==> config.mk <==
export PLATFORM = sky130hd
export DESIGN_NAME = ysyx_22050535_ifetch_flat
export DESIGN_NICKNAME = d
export VERILOG_FILES = /design/src/rtl/ysyx_22050535_ifetch_pkg.sv /design/src/rtl/ysyx_22050535_ifetch_if.sv /design/src/rtl/ysyx_22050535_ifetch.sv /design/src/flat_wrapper.sv
export SDC_FILE = /design/constraint.sdc
export NUM_CORES = 1
export LEC_CHECK = 0
export ABC_AREA = 1
export ABC_CLOCK_PERIOD_IN_PS = 5700
export CORE_UTILIZATION = 49
export CTS_BUF_LIST = sky130_fd_sc_hd__clkbuf_16
export CTS_CLUSTER_DIAMETER = 80
export DETAILED_ROUTE_END_ITERATION = 10
export PLACE_DENSITY = 0.8
export SYNTH_ARGS = -nofsm -noshare
export SYNTH_HDL_FRONTEND = slang
export SYNTH_SLANG_ARGS = --single-unit
==> constraint.sdc <==
create_clock -name clk -period 5.7 [get_ports clk]
set_input_delay 1.71 -clock clk [delete_from_list [all_inputs] [get_ports clk]]
set_output_delay 1.71 -clock clk [all_outputs]
set_load 0.02 [all_outputs]
==> src/rtl/ysyx_22050535_ifetch_pkg.sv <==
// Shared definitions for the instruction-fetch stage: widths, reset PC, state encoding, rresp codes.
// No logic; constants and types only.
// Imported by the interface user and the fetch stage itself.
package ysyx_22050535_ifetch_pkg;

    localparam int          ADDR_W_DEF   = 32;
    localparam int          INST_W_DEF   = 32;
    localparam logic [31:0] RESET_PC_DEF = 32'h8000_0000;
    localparam logic [1:0]  RRESP_OKAY   = 2'b00;

    // Fetch FSM encoding; ST_HALT is only reachable when error handling is compiled in.
    typedef enum logic [2:0] {
        ST_IDLE = 3'd0,
        ST_AR   = 3'd1,
        ST_R    = 3'd2,
        ST_OUT  = 3'd3,
        ST_HALT = 3'd4
    } state_t;

endpackage

==> src/rtl/ysyx_22050535_ifetch_if.sv <==
// Bundles the fetch stage's memory read channel, decode handshake and redirect input.
// Pure wiring, no latency.
// master = fetch stage (drives AR/rready/inst), slave = memory + decode + execute side.
interface ysyx_22050535_ifetch_if #(
    parameter int ADDR_W = 32,
    parameter int INST_W = 32
);
    logic              arvalid;
    logic              arready;
    logic [ADDR_W-1:0] araddr;
    logic              rvalid;
    logic              rready;
    logic [INST_W-1:0] rdata;
    logic [1:0]        rresp;
    logic              inst_valid;
    logic              inst_ready;
    logic [INST_W-1:0] inst;
    logic [ADDR_W-1:0] inst_pc;
    logic              redirect_valid;
    logic [ADDR_W-1:0] redirect_pc;

    modport master (
        output arvalid, araddr, rready, inst_valid, inst, inst_pc,
        input  arready, rvalid, rdata, rresp, inst_ready, redirect_valid, redirect_pc
    );

    modport slave (
        input  arvalid, araddr, rready, inst_valid, inst, inst_pc,
        output arready, rvalid, rdata, rresp, inst_ready, redirect_valid, redirect_pc
    );

endinterface

==> src/rtl/ysyx_22050535_ifetch.sv <==
// Instruction fetch: owns the PC, issues single-beat AR/R reads, hands inst+pc to decode.
// Latency: 3 cycles AR->inst_valid minimum; one instruction per 3 cycles, no prefetch.
// Backpressure: inst held in OUT until inst_ready; AR held until arready; redirects during a read
// flush its data. Optional macro YSYX_22050535_IFETCH_ERR_EN adds fetch_err and a HALT state.
module ysyx_22050535_ifetch
    import ysyx_22050535_ifetch_pkg::*;
#(
    parameter int                ADDR_W   = ADDR_W_DEF,
    parameter int                INST_W   = INST_W_DEF,
    parameter logic [ADDR_W-1:0] RESET_PC = ADDR_W'(RESET_PC_DEF)
) (
    input  logic clk,
    input  logic rst,
`ifdef YSYX_22050535_IFETCH_ERR_EN
    output logic fetch_err,
`endif
    ysyx_22050535_ifetch_if.master bus
);

    state_t            state_q, state_d;
    logic [ADDR_W-1:0] pc_q, pc_d;
    logic [ADDR_W-1:0] pending_q, pending_d;
    logic              flush_q, flush_d;
    logic [INST_W-1:0] inst_q, inst_d;
    logic [ADDR_W-1:0] inst_pc_q, inst_pc_d;
    logic [ADDR_W-1:0] redir_pc;
    logic              redir;

    // Targets are always word aligned; low two bits from execute are dropped.
    assign redir    = bus.redirect_valid;
    assign redir_pc = bus.redirect_pc & ~ADDR_W'(3);

`ifdef YSYX_22050535_IFETCH_ERR_EN
    logic err_q, err_d;
    assign fetch_err = err_q;
`else
    logic unused_rresp;
    assign unused_rresp = ^(bus.rresp ^ RRESP_OKAY);
`endif

    // Handshake outputs are pure state decodes, so HALT/IDLE deassert everything.
    assign bus.arvalid    = (state_q == ST_AR);
    assign bus.rready     = (state_q == ST_R);
    assign bus.inst_valid = (state_q == ST_OUT);
    assign bus.araddr     = pc_q;
    assign bus.inst       = inst_q;
    assign bus.inst_pc    = inst_pc_q;

    // State, PC and output registers.
    always_ff @(posedge clk or posedge rst) begin
        if (rst) begin
            state_q   <= ST_IDLE;
            pc_q      <= RESET_PC;
            pending_q <= '0;
            flush_q   <= 1'b0;
            inst_q    <= '0;
            inst_pc_q <= RESET_PC;
`ifdef YSYX_22050535_IFETCH_ERR_EN
            err_q     <= 1'b0;
`endif
        end else begin
            state_q   <= state_d;
            pc_q      <= pc_d;
            pending_q <= pending_d;
            flush_q   <= flush_d;
            inst_q    <= inst_d;
            inst_pc_q <= inst_pc_d;
`ifdef YSYX_22050535_IFETCH_ERR_EN
            err_q     <= err_d;
`endif
        end
    end

    // Next-state logic: sequencing, redirect/flush bookkeeping and PC update.
    always_comb begin
        state_d   = state_q;
        pc_d      = pc_q;
        pending_d = pending_q;
        flush_d   = flush_q;
        inst_d    = inst_q;
        inst_pc_d = inst_pc_q;
`ifdef YSYX_22050535_IFETCH_ERR_EN
        err_d     = err_q;
`endif
        case (state_q)
            ST_IDLE: begin
                state_d = ST_AR;
                if (redir) pc_d = redir_pc;
            end
            ST_AR: begin
                // araddr cannot move while arvalid is up; remember the target instead.
                if (redir) begin
                    pending_d = redir_pc;
                    flush_d   = 1'b1;
                end
                if (bus.arready) state_d = ST_R;
            end
            ST_R: begin
                if (redir) begin
                    pending_d = redir_pc;
                    flush_d   = 1'b1;
                end
                if (bus.rvalid) begin
                    // A redirect landing on the data beat also makes that data wrong-path.
                    if (flush_q || redir) begin
                        pc_d    = redir ? redir_pc : pending_q;
                        flush_d = 1'b0;
                        state_d = ST_AR;
                    end
`ifdef YSYX_22050535_IFETCH_ERR_EN
                    else if (bus.rresp != RRESP_OKAY) begin
                        err_d   = 1'b1;
                        state_d = ST_HALT;
                    end
`endif
                    else begin
                        inst_d    = bus.rdata;
                        inst_pc_d = pc_q;
                        state_d   = ST_OUT;
                    end
                end
            end
            ST_OUT: begin
                // With inst_ready the held word is consumed either way; redirect only picks next PC.
                if (redir) begin
                    pc_d    = redir_pc;
                    state_d = ST_AR;
                end else if (bus.inst_ready) begin
                    pc_d    = pc_q + ADDR_W'(4);
                    state_d = ST_AR;
                end
            end
`ifdef YSYX_22050535_IFETCH_ERR_EN
            ST_HALT: state_d = ST_HALT;
`endif
            default: state_d = ST_IDLE;
        endcase
    end

endmodule

==> src/flat_wrapper.sv <==
// flat-port wrapper written by rule: the top's interface ports become plain ports
module ysyx_22050535_ifetch_flat import ysyx_22050535_ifetch_pkg::*;
#(
    parameter int                ADDR_W   = ADDR_W_DEF,
    parameter int                INST_W   = INST_W_DEF,
    parameter logic [ADDR_W-1:0] RESET_PC = ADDR_W'(RESET_PC_DEF)
)
  (clk, rst, bus_arvalid, bus_araddr, bus_rready, bus_inst_valid, bus_inst, bus_inst_pc, bus_arready, bus_rvalid, bus_rdata, bus_rresp, bus_inst_ready, bus_redirect_valid, bus_redirect_pc);
  ysyx_22050535_ifetch_if #(.ADDR_W(ADDR_W), .INST_W(INST_W)) bus_i ();
  input  logic clk;
  input  logic rst;
  output wire logic [$bits(bus_i.arvalid)-1:0] bus_arvalid;
  output wire logic [$bits(bus_i.araddr)-1:0] bus_araddr;
  output wire logic [$bits(bus_i.rready)-1:0] bus_rready;
  output wire logic [$bits(bus_i.inst_valid)-1:0] bus_inst_valid;
  output wire logic [$bits(bus_i.inst)-1:0] bus_inst;
  output wire logic [$bits(bus_i.inst_pc)-1:0] bus_inst_pc;
  input wire logic [$bits(bus_i.arready)-1:0] bus_arready;
  input wire logic [$bits(bus_i.rvalid)-1:0] bus_rvalid;
  input wire logic [$bits(bus_i.rdata)-1:0] bus_rdata;
  input wire logic [$bits(bus_i.rresp)-1:0] bus_rresp;
  input wire logic [$bits(bus_i.inst_ready)-1:0] bus_inst_ready;
  input wire logic [$bits(bus_i.redirect_valid)-1:0] bus_redirect_valid;
  input wire logic [$bits(bus_i.redirect_pc)-1:0] bus_redirect_pc;
  assign bus_arvalid = bus_i.arvalid;
  assign bus_araddr = bus_i.araddr;
  assign bus_rready = bus_i.rready;
  assign bus_inst_valid = bus_i.inst_valid;
  assign bus_inst = bus_i.inst;
  assign bus_inst_pc = bus_i.inst_pc;
  assign bus_i.arready = bus_arready;
  assign bus_i.rvalid = bus_rvalid;
  assign bus_i.rdata = bus_rdata;
  assign bus_i.rresp = bus_rresp;
  assign bus_i.inst_ready = bus_inst_ready;
  assign bus_i.redirect_valid = bus_redirect_valid;
  assign bus_i.redirect_pc = bus_redirect_pc;
  ysyx_22050535_ifetch #(.ADDR_W(ADDR_W), .INST_W(INST_W), .RESET_PC(RESET_PC)) u_core (.clk(clk), .rst(rst), .bus(bus_i));
endmodule
==> flow_summary.yaml, run 1 <==
# physical design summary
die:
  fp_util: 0.509
  die_area_um2: 13800
  floorplan.die.width_um: 117
  ios: 171
cts:
  cts_root_buf: "clkbuf_16"
  clockBufferDepth: 2
  cts_hold_buf: 0
  clkSlewWorstSetupHoldPaths_ns: 0.06
  cts_max_level: 4
  cts-buffers-inserted: 17
  cts_resized: 0
  cts_tree: "built"
  cts_setup_buffers: 0
setup_path:
  r2r_setup_slack_ns: 3.00
  start_kind: "input pin"
  cp.arrival_ns: 4.23
  cp.required_ns: 5.99
  reg2reg_from: "u_core.state_q[0]"
  cp-startpoint: "bus_redirect_valid"
  crit_path_max_fanout: 17
  r2r_cells: 9
  crit_type: "in2reg"
  worstReg2RegEnd: "u_core.bus.araddr[4]"
logic_synthesis:
  synthCells: 739
  async_flop_share: 1.00
  fp_nets: 817
  top_area_frac: 0.495
  yosys-top-cells-area: "dfrtp_1 (49%), nand2_1 (11%), mux2_4 (9.4%)"
  synth.cell_area_um2: 6520
  ys_warn_count: 0
  synth.distinct_cells: 33
  numSynthFlops: 131
  largest_area_cell: "dfrtp_1"
  synth.avg_cell_area_um2: 8.83
  yosys-stat-cells: 739
  ys_seq_frac: 0.503
timing:
  period_needed_ns: 3.94
  report.final.hold_viol_count: 0
  fmax_ghz: 0.254
  rsz0062_at_grt: "false"
  tightest_slew_ns: 1.05
  setup_viol: 0
  setup_ws_ns: 1.76
  skew_ns: 0.00711
  fin_tns_setup_ns: 0
  drv_slew: 0
cells_and_area:
  synthToLayoutAreaGrowth_pct: 35.9
  final_core_util: 0.692
  fillers: 1034
  drive_gt1_frac: 0.0953
  fin_cells: 1085
  diodes: 0
  logic_area_um2: 2790
min_path:
  whs_path_depth: 2
  hp-class: "reg2reg"
  hold_end: "u_core.pending_q[8]"
run:
  warning_count: 34
  maxCapViolations: 0
power:
  power_leakage_nw: 4.19
  finalPower_mw: 4.98
  p_per_area_nw_per_um2: 561
  ir_worst_vdd_v: 0.000324
run_status:
  status: "finished clean"
drt:
  drt_pass1_iterations: 7
  ant_nets: 0
  viasPerCell: 5.27
  drt_drc_violations_left: 0
  wl_um: 17000
  drtIter0Drc: 457
global_routing:
  antenna_found_initial: 0
  grt.overflow.total: 0
  grt_max_degree: 88
  grt_pass1_vias: 5454
  grt_pass1_wl_um: 28100
placement:
  port_buffers: 166
  dp.cells: 1054
  dp_hpwl_um: 11900
  dp_slack_ns: 1.42
## run 1: cells in the mapped netlist (14+ instances only)
master and count:
nand2_1 197, dfrtp_1 129, nor2_1 80, inv_1 67, o21ai_0 52, mux2_4 41, a21oi_1 37, nand3_1 27
clkbuf_1 19, o21ai_1 14
## run 1: through the flow
step           cell area (µm²)  hold WS, ns
3_3_place_gp              8300        0.461
2_1_floorplan             6520        0.449
6_report                  8870        0.479
4_1_cts                   8870        0.481
3_5_place_dp              8300        0.466
5_1_grt                   8870        0.503
## run 1: report_power, final
part / total [mW] / switching (mW) / internal [mW]
Clock: 1.05 / 0.378 / 0.673
Sequential: 1.64 / 0.323 / 1.32
Combinational: 2.29 / 1.27 / 1.01
## run 1: routing by layer
layer	part of all wire	track usage
met1	0.45	0.366
met2	0.45	0.388
met3	0.073	0.0569
met4	0.023	0.101
met5	0	0
## run 1: logic make-up after synthesis
group,Yosys count,synth area share
buf+inv,101,0.0712
mux,41,0.0944
fa+ha+maj,6,0.0115
xor+xnor,7,0.00940
flops,131,0.503
simple gates,312,0.189
compound gates,141,0.122
## run 1: registers in the layout, indices dropped and copies added (netlist names)
signal              flops
u_core.bus.araddr      32
u_core.bus.inst        32
u_core.bus.inst_pc     32
u_core.pending_q       32
u_core.state_q          2
u_core.flush_q          1
## run 1: layout by cell type, fill, tap and decap left out, types with 2 or more instances in the layout
cell type	synthesis	layout
a31oi_1	3	3
o21ai_0	52	52
nand2_1	197	197
inv_1	67	68
a21oi_1	37	37
o21a_1	2	2
nand3_1	27	27
buf_4	0	9
clkdlybuf4s50_1	0	166
o21ai_1	14	14
o31ai_1	4	4
clkbuf_16	0	17
nand2_2	2	2
dfrtp_1	129	129
ha_1	6	6
a21o_1	4	4
dfstp_2	2	2
mux2_4	41	41
bufinv_16	0	3
nor2_1	80	80
clkinvlp_4	0	3
clkinv_1	0	2
a22oi_1	10	10
o22ai_1	2	2
clkinv_2	0	4
or2_4	1	2
a211oi_1	10	10
xor2_1	7	7
## run 1: how the worst max path moves through the flow
stage	endpoint	slack (ns)
4_1_cts	u_core.bus.araddr[4]	1.82
3_5_place_dp	u_core.bus.araddr[4]	1.42
3_3_place_gp	u_core.bus.araddr[4]	1.45
6_report	u_core.bus.araddr[4]	1.76
5_1_grt	u_core.bus.araddr[1]	1.50
2_1_floorplan	u_core.bus.araddr[0]	0.50
## run 1: critical path, cell delays in order
cell	delay, ns
clkdlybuf4s50_1	0.54
clkinv_4	0.17
nand2_2	0.33
o21ai_1	0.20
nor2_1	0.19
nand3_1	0.38
nor2_1	0.45
nor2_1	0.08
o21ai_0	0.08
a21oi_1	0.09
## run 1: area by class of cell
cell class | instances | share of cell area
multi-input combinational | 507 | 0.314
inverter | 68 | 0.0296
sequential | 131 | 0.370
tap | 172 | 0.0243
timing repair buffer | 176 | 0.197
clock buffer | 17 | 0.0480
clock inverter | 14 | 0.0166
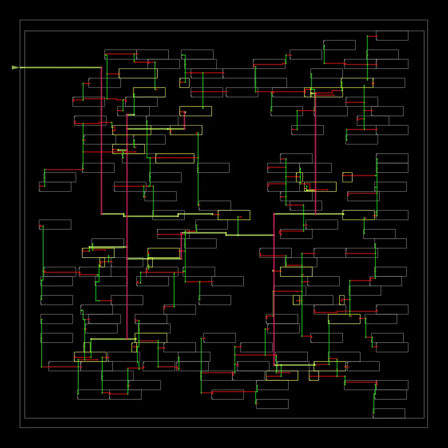
run_1/clocks.png
clk_lat worst skew: 0.42 ns
clk sinks: 131
clkbuf count: 17
Seq Cell Count: 131

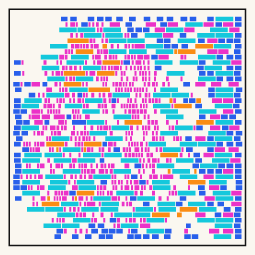
run_1/placement_by_type.png
Scale: 2 px per µm.
| colour | class | cells | share of their area |
|---|---|---|---|
| blue | remaining buffers and delay cells | 176 | 20% |
| cyan | sequential cells | 131 | 38% |
| orange | clock drivers and dummy loads | 31 | 6.6% |
| magenta | combinational and other logic | 575 | 35% |
row cnt: 41
sequential share of cell area: 0.370
Core Box Area: 12800 µm²

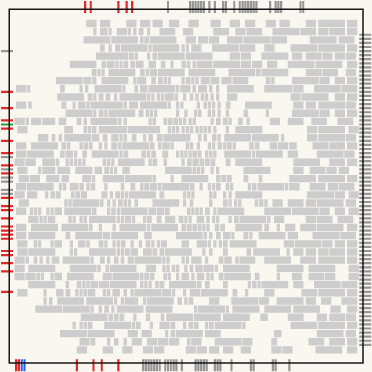
run_1/io_placement.png
Scale: 3 px per µm. Pins as bars across the die edge, other pins in grey.
| colour | port | pins | direction | edge |
|---|---|---|---|---|
| red | bus_redirect_pc | 32 | input | 21 left, 6 bottom, 5 top |
| green | bus_redirect_valid | 1 | input | left |
| blue | bus_rresp | 2 | input | bottom |
all pins by edge: 77 right, 35 bottom, 30 top, 29 left

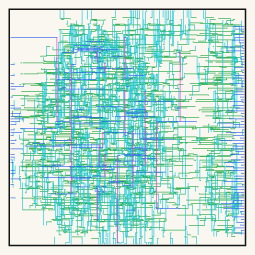
run_1/wires.png
Scale: 2 px per µm.
| colour | layer | wire length |
|---|---|---|
| green | metal 1 | 7670 µm |
| cyan | metal 2 | 7740 µm |
| magenta | metal 4 | 390 µm |
| blue | metal 3 | 1240 µm |
drt wl/cell: 15.7 µm
total track usage: 0.259
via count: 5717

--- run 2 (diff from run 1) ---
--- a/config.mk
+++ b/config.mk
@@ -6,7 +6,7 @@
 export NUM_CORES = 1
 export LEC_CHECK = 0
 export ABC_AREA = 1
-export ABC_CLOCK_PERIOD_IN_PS = 5700
+export ABC_CLOCK_PERIOD_IN_PS = 3720
 export CORE_UTILIZATION = 49
 export CTS_BUF_LIST = sky130_fd_sc_hd__clkbuf_16
 export CTS_CLUSTER_DIAMETER = 80
==> constraint.sdc (replaced) <==
create_clock -name clk -period 3.72 [get_ports clk]
set_input_delay 1.116 -clock clk [delete_from_list [all_inputs] [get_ports clk]]
set_output_delay 1.116 -clock clk [all_outputs]
set_load 0.02 [all_outputs]
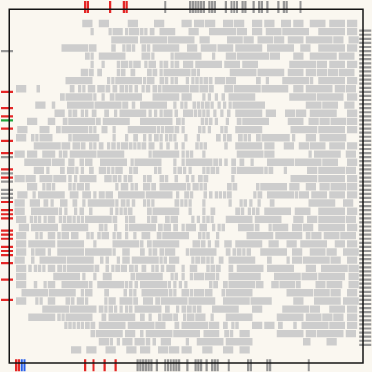
run_2/io_placement.png
Scale: 3 px per µm. Pins as bars across the die edge, other pins in grey.
| colour | port | pins | direction | edge |
|---|---|---|---|---|
| red | bus_redirect_pc | 32 | input | 21 left, 6 bottom, 5 top |
| green | bus_redirect_valid | 1 | input | left |
| blue | bus_rresp | 2 | input | bottom |
all pins by edge: 78 right, 35 bottom, 29 top, 29 left

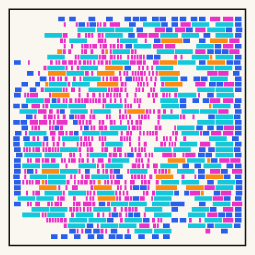
run_2/placement_by_type.png
Scale: 2 px per µm.
| colour | class | cells | share of their area |
|---|---|---|---|
| magenta | combinational and other logic | 575 | 35% |
| blue | remaining buffers and delay cells | 180 | 20% |
| orange | clock drivers and dummy loads | 31 | 6.8% |
| cyan | sequential cells | 131 | 38% |

==> flow_summary.yaml, run 2 <==
# physical design summary
run_status:
  status: "finished with violations"
  violations: "DRC"
setup_path:
  cp-startpoint: "u_core.state_q[0]"
  cpPeakStageDelay_ns: 0.67
  cp.required_ns: 2.60
  critPathSlowestCell: "clkdlybuf4s50_1"
  r2r_cells: 8
  start_kind: "flop"
  crit_type: "reg2out"
  reg2reg_from: "u_core.state_q[0]"
  crit_path_max_fanout: 7
  cp.arrival_ns: 1.92
  r2r_setup_slack_ns: 1.14
cells_and_area:
  final_core_util: 0.696
  diodes: 0
  synthToLayoutAreaGrowth_pct: 36.8
  final_cell_mix: "nand2_1 (197), clkdlybuf4s50_1 (166), dfrtp_1 (129)"
  lay_top_count: "nand2_1"
  drive_gt1_frac: 0.101
logic_synthesis:
  muxShareOfSynthArea: 0.0944
  fp_nets: 817
  numSynthFlops: 131
  ys_sh_simple: 0.189
  ys_warn_count: 0
  synth.distinct_cells: 33
  top_area_frac: 0.495
  xor_share: 0.00940
  synthCells: 739
  yosys-stat-cells: 739
  async_flop_share: 1.00
  synth.cell_area_um2: 6520
  yosys-top-cells-area: "dfrtp_1 (49%), nand2_1 (11%), mux2_4 (9.4%)"
cts:
  cts_root_buf: "clkbuf_16"
  clkSinkCount: 131
  cts_resized: 0
  cts_max_level: 4
  cts_hold_buf: 0
  cts_setup_buffers: 0
  cts-buffers-inserted: 17
global_routing:
  antenna_found_initial: 0
  grt_pass1_wl_um: 27900
  grt_pass1_vias: 5312
  grt.overflow.total: 0
  grtUsageTotal: 0.259
timing:
  drv_slew: 0
  rsz0062_at_grt: "false"
  fmax_ghz: 0.329
  report.final.hold_viol_count: 0
  skew_ns: 0.00898
  period_needed_ns: 3.04
  setup_viol: 0
min_path:
  whs_path_depth: 2
  hp-class: "reg2reg"
power:
  p_per_area_nw_per_um2: 863
die:
  ios: 171
  core_area_um2: 12800
  row_count: 41
  floorplan.die.width_um: 117
drt:
  vias: 5676
  viasPerCell: 5.21
  drt_drc_violations_left: 1
  drtIter0Drc: 495
placement:
  port_buffers: 166
  dp_hpwl_um: 12300
run:
  maxCapViolations: 0
  warning_count: 34
[run 2: worst max-delay path by stage]
stage,endpoint,cells after the start
final,bus_rready,3
after global routing,u_core.bus.araddr[4],11
after CTS,bus_rready,3
after detailed placement,u_core.bus.inst_pc[8],8
after global placement,u_core.bus.inst_pc[3],8
after floorplan,u_core.bus.araddr[0],1
[run 2: worst max-delay path: cells and delay by family (launching register included)]
family | cells | cell delay [ns]
flops | 1 | 0.42
buf+inv | 2 | 0.77
fa+ha+maj | 1 | 0.32
[run 2: per-layer routing]
layer / track usage / vias to the layer above / wire (µm)
li1: - / 2739 / -
met1: 0.361 / 2658 / 7840
met2: 0.394 / 265 / 7680
met3: 0.0730 / 14 / 1290
met4: 0.0714 / 0 / 199
met5: 0 / - / 0
[run 2: cell type report]
class                           instances  share of cell area
Sequential cell                       131               0.368
Multi-Input combinational cell        507               0.312
Tap cell                              172              0.0241
Inverter                               68              0.0296
Timing Repair Buffer                  180               0.199
Clock buffer                           17              0.0477
Clock inverter                         14              0.0191
[run 2: metrics by stage]
step           instances  hold slack, ns  power (mW)  setup slack (ns)  area, µm²
2_1_floorplan        739           0.449        4.53             0.982       6530
4_1_cts             1089           0.482        7.71             0.670       8920
3_5_place_dp        1058           0.467        5.99             0.281       8330
6_report            1089           0.480        7.70             0.683       8920
5_1_grt             1089           0.498        8.17             0.530       8920
3_3_place_gp        1058           0.462        5.91             0.328       8330
[run 2: cells by family (layout without fill, tap and decap cells)]
family	Yosys count	after routing
AND/OR/NAND/NOR	312	312
AND-OR/OR-AND	141	141
adder cells (fa/ha/maj)	6	6
flip-flops	131	131
multiplexers	41	41
buffers and inverters	101	279
XOR/XNOR	7	7
[run 2: where the power goes]
part	internal, mW	switching (mW)
combinational	1.56	1.94
clock	1.10	0.581
sequential	2.02	0.501
--- run 3 (diff from run 2) ---
--- a/config.mk
+++ b/config.mk
@@ -6,7 +6,7 @@
 export NUM_CORES = 1
 export LEC_CHECK = 0
 export ABC_AREA = 1
-export ABC_CLOCK_PERIOD_IN_PS = 3720
+export ABC_CLOCK_PERIOD_IN_PS = 3000
 export CORE_UTILIZATION = 49
 export CTS_BUF_LIST = sky130_fd_sc_hd__clkbuf_16
 export CTS_CLUSTER_DIAMETER = 80
==> constraint.sdc (replaced) <==
create_clock -name clk -period 3 [get_ports clk]
set_input_delay 0.9 -clock clk [delete_from_list [all_inputs] [get_ports clk]]
set_output_delay 0.9 -clock clk [all_outputs]
set_load 0.02 [all_outputs]
==> flow_summary.yaml, run 3 <==
# physical design summary
min_path:
  hp-class: "reg2reg"
timing:
  fin_tns_setup_ns: 0
  rsz0062_at_grt: "false"
  setup_ws_ns: 0.151
  period_needed_ns: 2.85
  fmax_ghz: 0.351
  setup_viol: 0
  fin_crit_sh: 0.950
  drv_slew: 0
  tightest_slew_ns: 0.634
  report.final.hold_viol_count: 0
  relSlewSlack: 0.576
global_routing:
  grt_pass1_wl_um: 27800
  grt.overflow.total: 0
  grt_max_degree: 62
  grt_pass1_vias: 5359
  grtUsageTotal: 0.258
  antenna_found_initial: 0
logic_synthesis:
  numSynthFlops: 131
  yosys-stat-cells: 739
  synth.avg_cell_area_um2: 8.83
  synth.cell_area_um2: 6520
  yosys-top-cells-area: "dfrtp_1 (49%), nand2_1 (11%), mux2_4 (9.4%)"
  largest_area_cell: "dfrtp_1"
  async_flop_share: 1.00
  yosysChipArea_um2: 6520
  ys_seq_frac: 0.503
  synth-edff-count: 0
  yosysMostFrequentCell: "nand2_1"
  ff_type: "dfrtp_1"
  synthCells: 739
  ys_warn_count: 0
  fp_nets: 817
  synthTopCellsByCount: "nand2_1 (197), dfrtp_1 (129), nor2_1 (80)"
  top_area_frac: 0.495
  synth.distinct_cells: 33
placement:
  dp_hpwl_um: 12500
  port_buffers: 166
  dp_slack_ns: 0.0810
  dp.cells: 1063
  globalplace.congestion: 0.895
cts:
  cts_setup_buffers: 0
  cts_root_buf: "clkbuf_16"
  cts_resized: 0
  clockBufferDepth: 2
  cts_tree: "built"
  clkSlewWorstSetupHoldPaths_ns: 0.05
  clkSinkCount: 131
  cts_hold_buf: 0
  cts_max_level: 4
  clkLatencyLatePin_ns: 0.42
drt:
  ant_nets: 0
  drtIter0Drc: 414
  wl_um: 17100
  drt_drc_violations_left: 0
  vias: 5716
  routedWlPerCell_um: 15.6
  viasPerCell: 5.22
  drt_pass1_iterations: 5
cells_and_area:
  final_core_util: 0.699
  fillers: 1010
  drive_gt1_frac: 0.105
  fin_nets: 988
  lay_top_count: "nand2_1"
  synthToLayoutAreaGrowth_pct: 37.4
  diodes: 0
  fin_cells: 1095
  final_cell_mix: "nand2_1 (197), clkdlybuf4s50_1 (166), dfrtp_1 (129)"
die:
  ios: 171
  core_area_um2: 12800
  fp_util: 0.509
  die_area_um2: 13800
  die_h_um: 117
  floorplan.die.width_um: 117
  row_count: 41
setup_path:
  cp.required_ns: 2.10
  cp.arrival_ns: 1.95
  start_kind: "flop"
  crit_type: "reg2out"
  crit_path_max_fanout: 7
  crit_path_end_kind: "primary output"
power:
  power_leakage_nw: 4.26
  ir_worst_vdd_v: 0.000528
  finalPower_mw: 9.43
  p_per_area_nw_per_um2: 1050
run:
  warning_count: 34
  maxCapViolations: 0
run_status:
  status: "finished clean"
[run 3: area by class of cell]
| cell class | count | area [µm²] | area share |
|---|---|---|---|
| Timing Repair Buffer | 185 | 1870 | 0.208 |
| Tap cell | 172 | 215 | 0.0240 |
| Sequential cell | 131 | 3280 | 0.366 |
| Multi-Input combinational cell | 507 | 2790 | 0.311 |
| Inverter | 68 | 264 | 0.0294 |
| Clock buffer | 17 | 425 | 0.0474 |
| Clock inverter | 15 | 126 | 0.0141 |
[run 3: through the flow]
| stage | cell area, µm² | hold WS [ns] |
|---|---|---|
| 2_1_floorplan | 6530 | 0.449 |
| 3_3_place_gp | 8410 | 0.462 |
| 3_5_place_dp | 8410 | 0.465 |
| 4_1_cts | 8970 | 0.481 |
| 5_1_grt | 8970 | 0.500 |
| 6_report | 8970 | 0.479 |
[run 3: worst paths after layout]
path,startpoint,endpoint,slack [ns],depth (start not counted)
worst min-delay path,u_core.bus.inst_pc[24],u_core.bus.inst_pc[24],0.48,2
worst max-delay path,u_core.state_q[0],bus_rready,0.15,3
min in group asynchronous,rst,u_core.bus.inst_pc[13],0.91,2
worst max register to register,u_core.state_q[0],u_core.bus.inst_pc[21],0.79,7
max in group asynchronous,rst,u_core.bus.araddr[31],1.44,3
worst min register to register,u_core.bus.inst_pc[24],u_core.bus.inst_pc[24],0.48,2
[run 3: per-layer routing]
layer  share of wire  vias up  track usage
met5               0        -            0
met4           0.020        0       0.0933
met3           0.066       28       0.0676
met2            0.46      235        0.392
met1            0.46     2705        0.354
li1                -     2748            -
[run 3: power by group]
part | internal, mW | total [mW] | switching, mW
Combinational | 1.97 | 4.36 | 2.40
Sequential | 2.50 | 3.14 | 0.634
Clock | 1.20 | 1.93 | 0.731
[run 3: logic make-up after synthesis]
group           count (synthesis)  share of synthesized area
flops                         131                      0.503
xor+xnor                        7                    0.00940
fa+ha+maj                       6                     0.0115
simple gates                  312                      0.189
mux                            41                     0.0944
buf+inv                       101                     0.0712
compound gates                141                      0.122
[run 3: critical path: stages (launching register included)]
cell             delay [ns]
dfrtp_1                0.44
inv_1                  0.11
ha_1                   0.32
clkdlybuf4s50_1        0.66
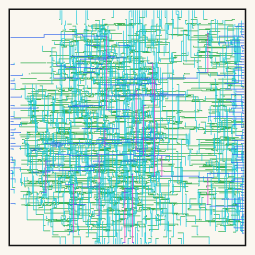
run_3/wires.png
Scale: 2 px per µm.
| colour | layer | wire length |
|---|---|---|
| magenta | metal 4 | 339 µm |
| blue | metal 3 | 1130 µm |
| cyan | metal 2 | 7840 µm |
| green | metal 1 | 7810 µm |

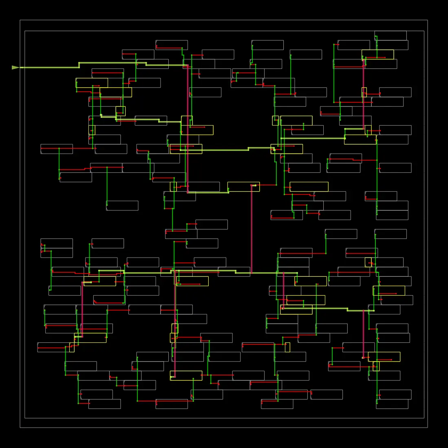
run_3/clocks.png
CTS Buf Count: 17
Clk power: 1.93 mW
clock skew: 0.00637 ns

Power is estimated from default activity; no workload was simulated.
